Run 1, the clock network:
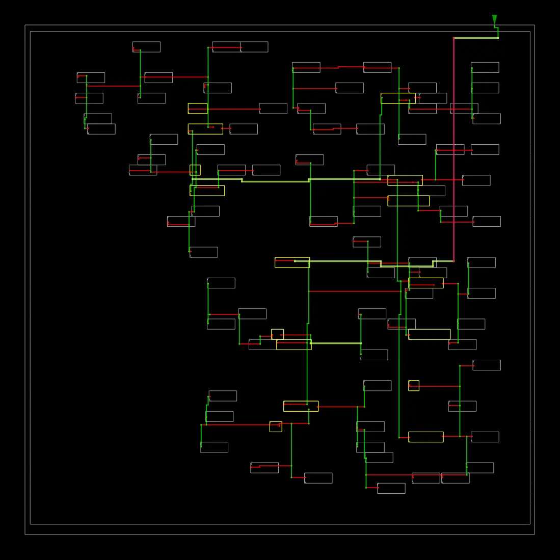
Run 1, logic cells by family:
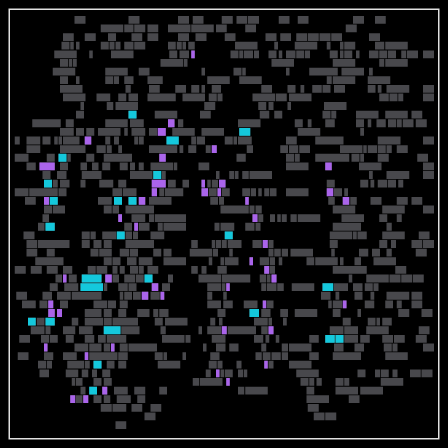
Run 1, layout detail:
Bar = 5 um. Window x 58 to 78, y 85 to 105 um. Cells in grey, sequential cells in the stronger grey; small squares are vias.
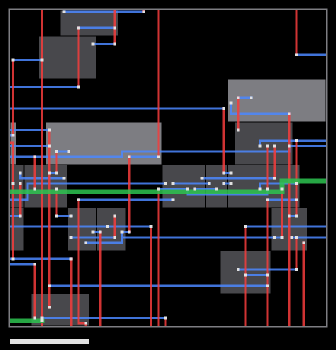
**config.mk**
```make
export PLATFORM = sky130hd
export DESIGN_NAME = video_write_ctrl
export DESIGN_NICKNAME = d
export VERILOG_FILES = /design/src/rtl/video_write_ctrl.sv
export SDC_FILE = /design/constraint.sdc
export NUM_CORES = 1
export LEC_CHECK = 0
export ABC_AREA = 0
export ABC_CLOCK_PERIOD_IN_PS = 5300
export CELL_PAD_IN_SITES_DETAIL_PLACEMENT = 0
export CELL_PAD_IN_SITES_GLOBAL_PLACEMENT = 2
export CORE_UTILIZATION = 27
export CTS_CLUSTER_SIZE = 8
export DETAILED_ROUTE_END_ITERATION = 8
export PLACE_DENSITY_LB_ADDON = 0.1
export SETUP_SLACK_MARGIN = 0.05
export SYNTH_ARGS = -nofsm -noshare
export SYNTH_HDL_FRONTEND = slang
export SYNTH_SLANG_ARGS = --single-unit
```
**constraint.sdc**
```tcl
create_clock -name clk -period 5.3 [get_ports clk]
set_clock_uncertainty 0.1 [all_clocks]
set_input_delay 1.06 -clock clk [delete_from_list [all_inputs] [get_ports clk]]
set_output_delay 1.06 -clock clk [all_outputs]
set_load 0.005 [all_outputs]
```
**src/rtl/video_write_ctrl.sv**
```systemverilog
// video_write_ctrl: shares the video block write port between CPU single writes and a bounded fill engine
// VIDEO_FILL_INC_EN adds fill_step so the fill value advances by fill_step after every fill write
module video_write_ctrl #(
    parameter int PAL_SIZE  = 16,
    parameter int TDEF_SIZE = 256,
    parameter int MAP_SIZE  = 1200
) (
    input  logic        clk,
    input  logic        resetn,
    input  logic        cpu_req,
    input  logic [1:0]  cpu_param,
    input  logic [10:0] cpu_index,
    input  logic [15:0] cpu_val,
    output logic        cpu_ack,
    output logic        cpu_err,
    input  logic        fill_start,
    input  logic [1:0]  fill_param,
    input  logic [10:0] fill_base,
    input  logic [10:0] fill_count,
    input  logic [15:0] fill_val,
`ifdef VIDEO_FILL_INC_EN
    input  logic [15:0] fill_step,
`endif
    output logic        fill_busy,
    output logic        fill_done,
    output logic        wen,
    output logic [1:0]  w_param,
    output logic [10:0] w_index,
    output logic [15:0] w_val
);
    typedef enum logic [1:0] {IDLE, FILL, DONE} state_t;
    state_t      r_state;
    logic [1:0]  r_param;
    logic [10:0] r_cur;
    logic [11:0] r_end;
    logic [15:0] r_val;
    logic        w_cpu_acc, w_cpu_ok, w_fill_wr;
    logic [11:0] w_sum, w_lim, w_end, w_cur_nxt;
    function automatic logic [11:0] lim(input logic [1:0] p);
        return p == 2'd0 ? 12'(PAL_SIZE) : p == 2'd1 ? 12'(TDEF_SIZE) : 12'(MAP_SIZE);
    endfunction
    always_comb begin
        w_cpu_acc = cpu_req && !cpu_ack;
        w_cpu_ok  = {1'b0, cpu_index} < lim(cpu_param);
        w_lim     = lim(fill_param);
        w_sum     = {1'b0, fill_base} + {1'b0, fill_count};
        w_end     = w_sum < w_lim ? w_sum : w_lim;
        w_cur_nxt = {1'b0, r_cur} + 12'd1;
        w_fill_wr = r_state == FILL && !w_cpu_acc;
    end
    always_ff @(posedge clk) begin
        if (!resetn) begin
            r_state   <= IDLE;
            r_param   <= '0;
            r_cur     <= '0;
            r_end     <= '0;
            r_val     <= '0;
            cpu_ack   <= 1'b0;
            cpu_err   <= 1'b0;
            fill_busy <= 1'b0;
            fill_done <= 1'b0;
            wen       <= 1'b0;
            w_param   <= '0;
            w_index   <= '0;
            w_val     <= '0;
        end else begin
            wen       <= 1'b0;
            fill_done <= 1'b0;
            cpu_ack   <= w_cpu_acc;
            cpu_err   <= w_cpu_acc && !w_cpu_ok;
            // an accepted CPU request owns the port even when rejected, so the fill stalls either way
            if (w_cpu_acc && w_cpu_ok) begin
                wen     <= 1'b1;
                w_param <= cpu_param;
                w_index <= cpu_index;
                w_val   <= cpu_val;
            end else if (w_fill_wr) begin
                wen     <= 1'b1;
                w_param <= r_param;
                w_index <= r_cur;
                w_val   <= r_val;
            end
            case (r_state)
                IDLE: if (fill_start) begin
                    r_param   <= fill_param;
                    r_cur     <= fill_base;
                    r_end     <= w_end;
                    r_val     <= fill_val;
                    fill_busy <= 1'b1;
                    r_state   <= {1'b0, fill_base} >= w_end ? DONE : FILL;
                end
                FILL: if (w_fill_wr) begin
                    r_cur <= r_cur + 11'd1;
`ifdef VIDEO_FILL_INC_EN
                    r_val <= r_val + fill_step;
`endif
                    if (w_cur_nxt >= r_end) r_state <= DONE;
                end
                DONE: begin
                    fill_done <= 1'b1;
                    fill_busy <= 1'b0;
                    r_state   <= IDLE;
                end
                default: r_state <= IDLE;
            endcase
        end
    end
endmodule

```
==> results_dict.tcl, run 1 <==
# place-and-route summary
set metrics [dict create \
    synth_dominant_cell_count "dfxtp_1" \
    postCtsResizedCells 23 \
    synth-seq-cells 77 \
    final_layout_top_logic_cell "clkdlybuf4s50_1" \
    crit_path_start "fill_base[4]" \
    clock_network_power_mw 0.687 \
    synth.cellmix.xorXnorShare_pct 2.57 \
    ioPinCount 107 \
    die-area_um2 18200 \
    critPathTopFamily "AND-OR/OR-AND gates" \
    worst-path-buf-inv 4 \
    h-tree-depth 3 \
    worst-setup-path-type "input port to flip-flop" \
    power.leakage_nw 2.72 \
    irDropWorstVdd_uv 199 \
    crit_path_max_fanout 5 \
    holdWs_ps 362 \
    finish.instance_area_um2 7100 \
    seq-cell-share_pct 21.7 \
    port_buffers 106 \
    cp_cell_sequence "clkdlybuf4s50_1 -> ha_4 -> o21a_1 -> o31a_1 -> o31a_1 -> buf_6 -> or4_4 -> nand4_1 -> ha_4 -> nor2_1 -> o21ai_1 -> a31oi_2 -> buf_4 -> buf_4 -> nand3b_1 -> ha_4 -> a21o_1 -> a2111oi_4 -> o31ai_2 -> nor2_2 -> nor4_1 -> a21o_1" \
    dpl-instance-area_um2 6390 \
    timing.critical_path.to_type "flip-flop" \
    inv_count 26 \
    fp.coreArea_um2 17300 \
    ys_cells 572 \
    crit_cells 22 \
    grt_usage_pct 17.8 \
    number_of_buffers_created_by_cts 9 \
    antenna_violations_before_repair 0 \
    routed_via_density 5.02 \
    max_freq_mhz 196 \
    post_synth_mux_area_share_pct 0.838 \
    timing.rr.end "r_state[1]" \
    period_needed_ps 5090 \
    powerComb_mw 1.06 \
    detailroute.wirelength.met3_um 726 \
    place_worst_setup_slack_ps -546 \
    cts_hold_buf 0 \
    post_synth_instance_area_um2 4780 \
    firstDrtPassIters 4 \
    row_count 48 \
    post_route_cells_drive_above_1_share_pct 19.0 \
    comb_area_share_pct 46.6 \
    largestClassByArea "logic gates" \
    buffer_levels_on_the_longest_clock_path 2 \
    grt_pass1_vias 4668 \
    warning_count 26 \
    power.largest_group "combinational cells" \
    actual_slew_at_the_worst_max_slew_pin_ps 967 \
    grtUsageMet2_pct 29.6 \
    logic_gate_count 433 \
    tap-cell-count 225 \
    die_width_um 135 \
    global_route_wire_length_before_repair_um 24900 \
    netlist-cell-type-count 57 \
    cell_internal_power_mw 1.60 \
    grt_busiest_layer "met2" \
    common_cells "dfxtp_1 (77), o21ai_0 (56), a21boi_0 (53)" \
    summed_negative_setup_slack_over_all_endpoints_ps 0 \
    total_power_mw 2.51 \
    gp_congestion 0.837 \
    cts_setup_buffers 6 \
    aggregate_global_routing_overflow 0 \
    vias 4753 \
    yosys_warnings 0 \
    antenna_left 0 \
    yosys.stat.chipArea_um2 4780 \
    timing.critical_path.slowest_cell_delay_ps 540 \
    antennaDiodeCount 0 \
    drv.max_cap_violation_count 0 \
    layout.area.comb_um2 3310 \
    core_util_floorplan_pct 27.6 \
    dpl.hpwl_um 11600 \
    grt.met3_usage_pct 3.83 \
    hold_path_class "flip-flop to flip-flop" \
    post-place-cells 920 \
    post_synth_and_or_nand_nor_area_fraction_pct 17.0 \
    topRoutingLayerUsed "met4" \
    amount_of_wire_on_met2_after_detailed_routing_um 7610 \
    worst_r2r_path_depth 13 \
    status "finished, final reports clean" \
    synthArstFlopShare_pct 0 \
    pwr.group.sequential_mw 0.770 \
    layout.nonclk_buf_share_pct 21.6 \
    critPathArrivalTime_ps 5230 \
    final_cell_utilization_of_the_core_pct 41.0 \
    final_cells 946 \
    clock_tree_root_driver_cell "clkbuf_16" \
]
Notes on 'the clock network' above:
Sink Count: 77
Worst-Skew Late Latency: 340 ps
tally of clock buffers in the finished layout: 10
number of sequential cells: 77

Notes on 'logic cells by family' above:
colour	family	cells	most used
cyan	AND-OR and OR-AND gates	24	a21o_1
purple	NOR gates	48	nor2_1

Notes on 'layout detail' above:
colour	layer
green	metal 3
blue	metal 1
red	metal 2
cells with their middle in the window	14
most frequent	clkdlybuf4s50_1 (2), dfxtp_1 (2)
sequential cells in the window	2
netlist names of flops here include	r_cur (2)

==> inputs of run 2 (changes only) <==
CORE_MARGIN = 4   (was default)
MAX_ROUTING_LAYER = met4   (was default)
SLEW_MARGIN = 10   (was default)
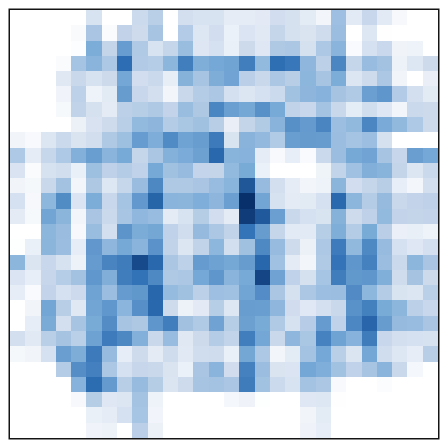
Run 2: signal metal coverage by tile
28 x 28 tiles, from white (low) to dark blue (high), scaled to the fullest tile. Values are wire area over tile area, all layers added.
densest ninth of the die	centre
fullest tile	0.46
tiles over half the peak	17%

==> run 2 against run 1 <==
Die size is 9.1% higher. Worst setup slack worse by 7.2 ps. Clock-buffer cell count increased by 1. Non-clock buffer count is 2 higher. Routed wire length is 3.1% higher. Clock power down 7.4%. Fmax is 0.14% lower. Via count is 1.5% higher. Sequential share of layout area rose by 0.17 points. Area after synthesis unchanged. Combinational power is essentially flat. Sequential cell count stayed put. Largest cell class unchanged. Highest routed layer unchanged.
==> results_dict.tcl, run 2 <==
# place-and-route summary
set metrics [dict create \
    largestClassByArea "logic gates" \
    warning_count 26 \
    firstDrtPassIters 4 \
    antenna_violations_before_repair 0 \
    crit_path_max_fanout 4 \
    power.largest_group "combinational cells" \
    yosys.stat.chipArea_um2 4780 \
    synth_dominant_cell_count "dfxtp_1" \
    inv_count 26 \
    cp_cell_sequence "clkdlybuf4s50_1 -> ha_1 -> nor2b_2 -> o31a_1 -> o31a_1 -> buf_6 -> or4_1 -> nand4_1 -> ha_4 -> o211a_4 -> o221a_4 -> o21ai_4 -> and2_4 -> ha_4 -> a21o_1 -> a21o_1 -> a21oi_2 -> nor2_1 -> nor2_1 -> o311ai_1 -> a21oi_1" \
    sequential_cell_total 77 \
    clock-sinks 77 \
    worst_r2r_path_depth 13 \
    grt.met3_usage_pct 3.22 \
    port_buffers 106 \
    core_util_floorplan_pct 27.6 \
    topRoutingLayerUsed "met4" \
    status "finished, final reports clean" \
    pwr.group.sequential_mw 0.772 \
    cell_internal_power_mw 1.54 \
    tap-cell-count 225 \
    grt_usage_pct 16.5 \
    antennaDiodeCount 1 \
    detailroute.wirelength.met3_um 684 \
    critPathArrivalTime_ps 5270 \
    n_clock_buffer 11 \
    post_synth_and_or_nand_nor_area_fraction_pct 17.0 \
    row_count 48 \
    finish.instance_area_um2 7040 \
    seq-cell-share_pct 21.9 \
    timing.rr.end "r_state[0]" \
    gp_congestion 0.848 \
    synthArstFlopShare_pct 0 \
    common_cells "dfxtp_1 (77), o21ai_0 (56), a21boi_0 (53)" \
    ioPinCount 107 \
    clock_network_power_mw 0.636 \
    final_cell_utilization_of_the_core_pct 40.7 \
    amount_of_wire_on_met2_after_detailed_routing_um 7760 \
    netlist-cell-type-count 57 \
    irDropWorstVdd_uv 193 \
    worst-setup-path-type "input port to flip-flop" \
    dpl.hpwl_um 11900 \
    h-tree-depth 3 \
    powerComb_mw 1.05 \
    layout.area.comb_um2 3270 \
    post-place-cells 923 \
    post_synth_mux_area_share_pct 0.838 \
    drv.max_cap_violation_count 0 \
    worst-path-buf-inv 2 \
    number_of_buffers_created_by_cts 9 \
    hold_path_class "flip-flop to flip-flop" \
    vias 4823 \
    cts_hold_buf 0 \
    cts_setup_buffers 1 \
    max_freq_mhz 196 \
    postCtsResizedCells 17 \
    dpl-instance-area_um2 6410 \
    holdWs_ps 361 \
    timing.critical_path.to_type "flip-flop" \
    buffer_levels_on_the_longest_clock_path 2 \
]
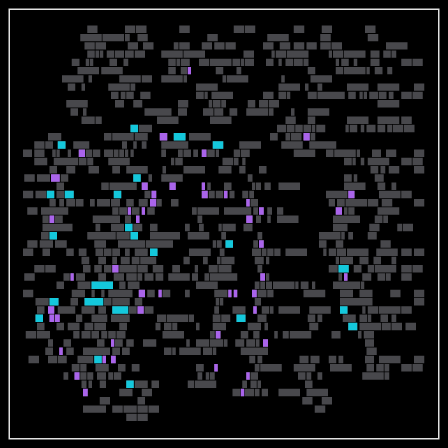
Run 2: logic cells by family
colour	family	cells	most used
purple	NOR gates	48	nor2_1
cyan	AND-OR and OR-AND gates	24	a21o_1
commonest non-fill, non-tap cell in the layout: clkdlybuf4s50_1
count of non-filler cells in the finished layout: 949
fraction of standard cell area in multi-input logic: 46.4%

Power and IR drop assume default switching activity.
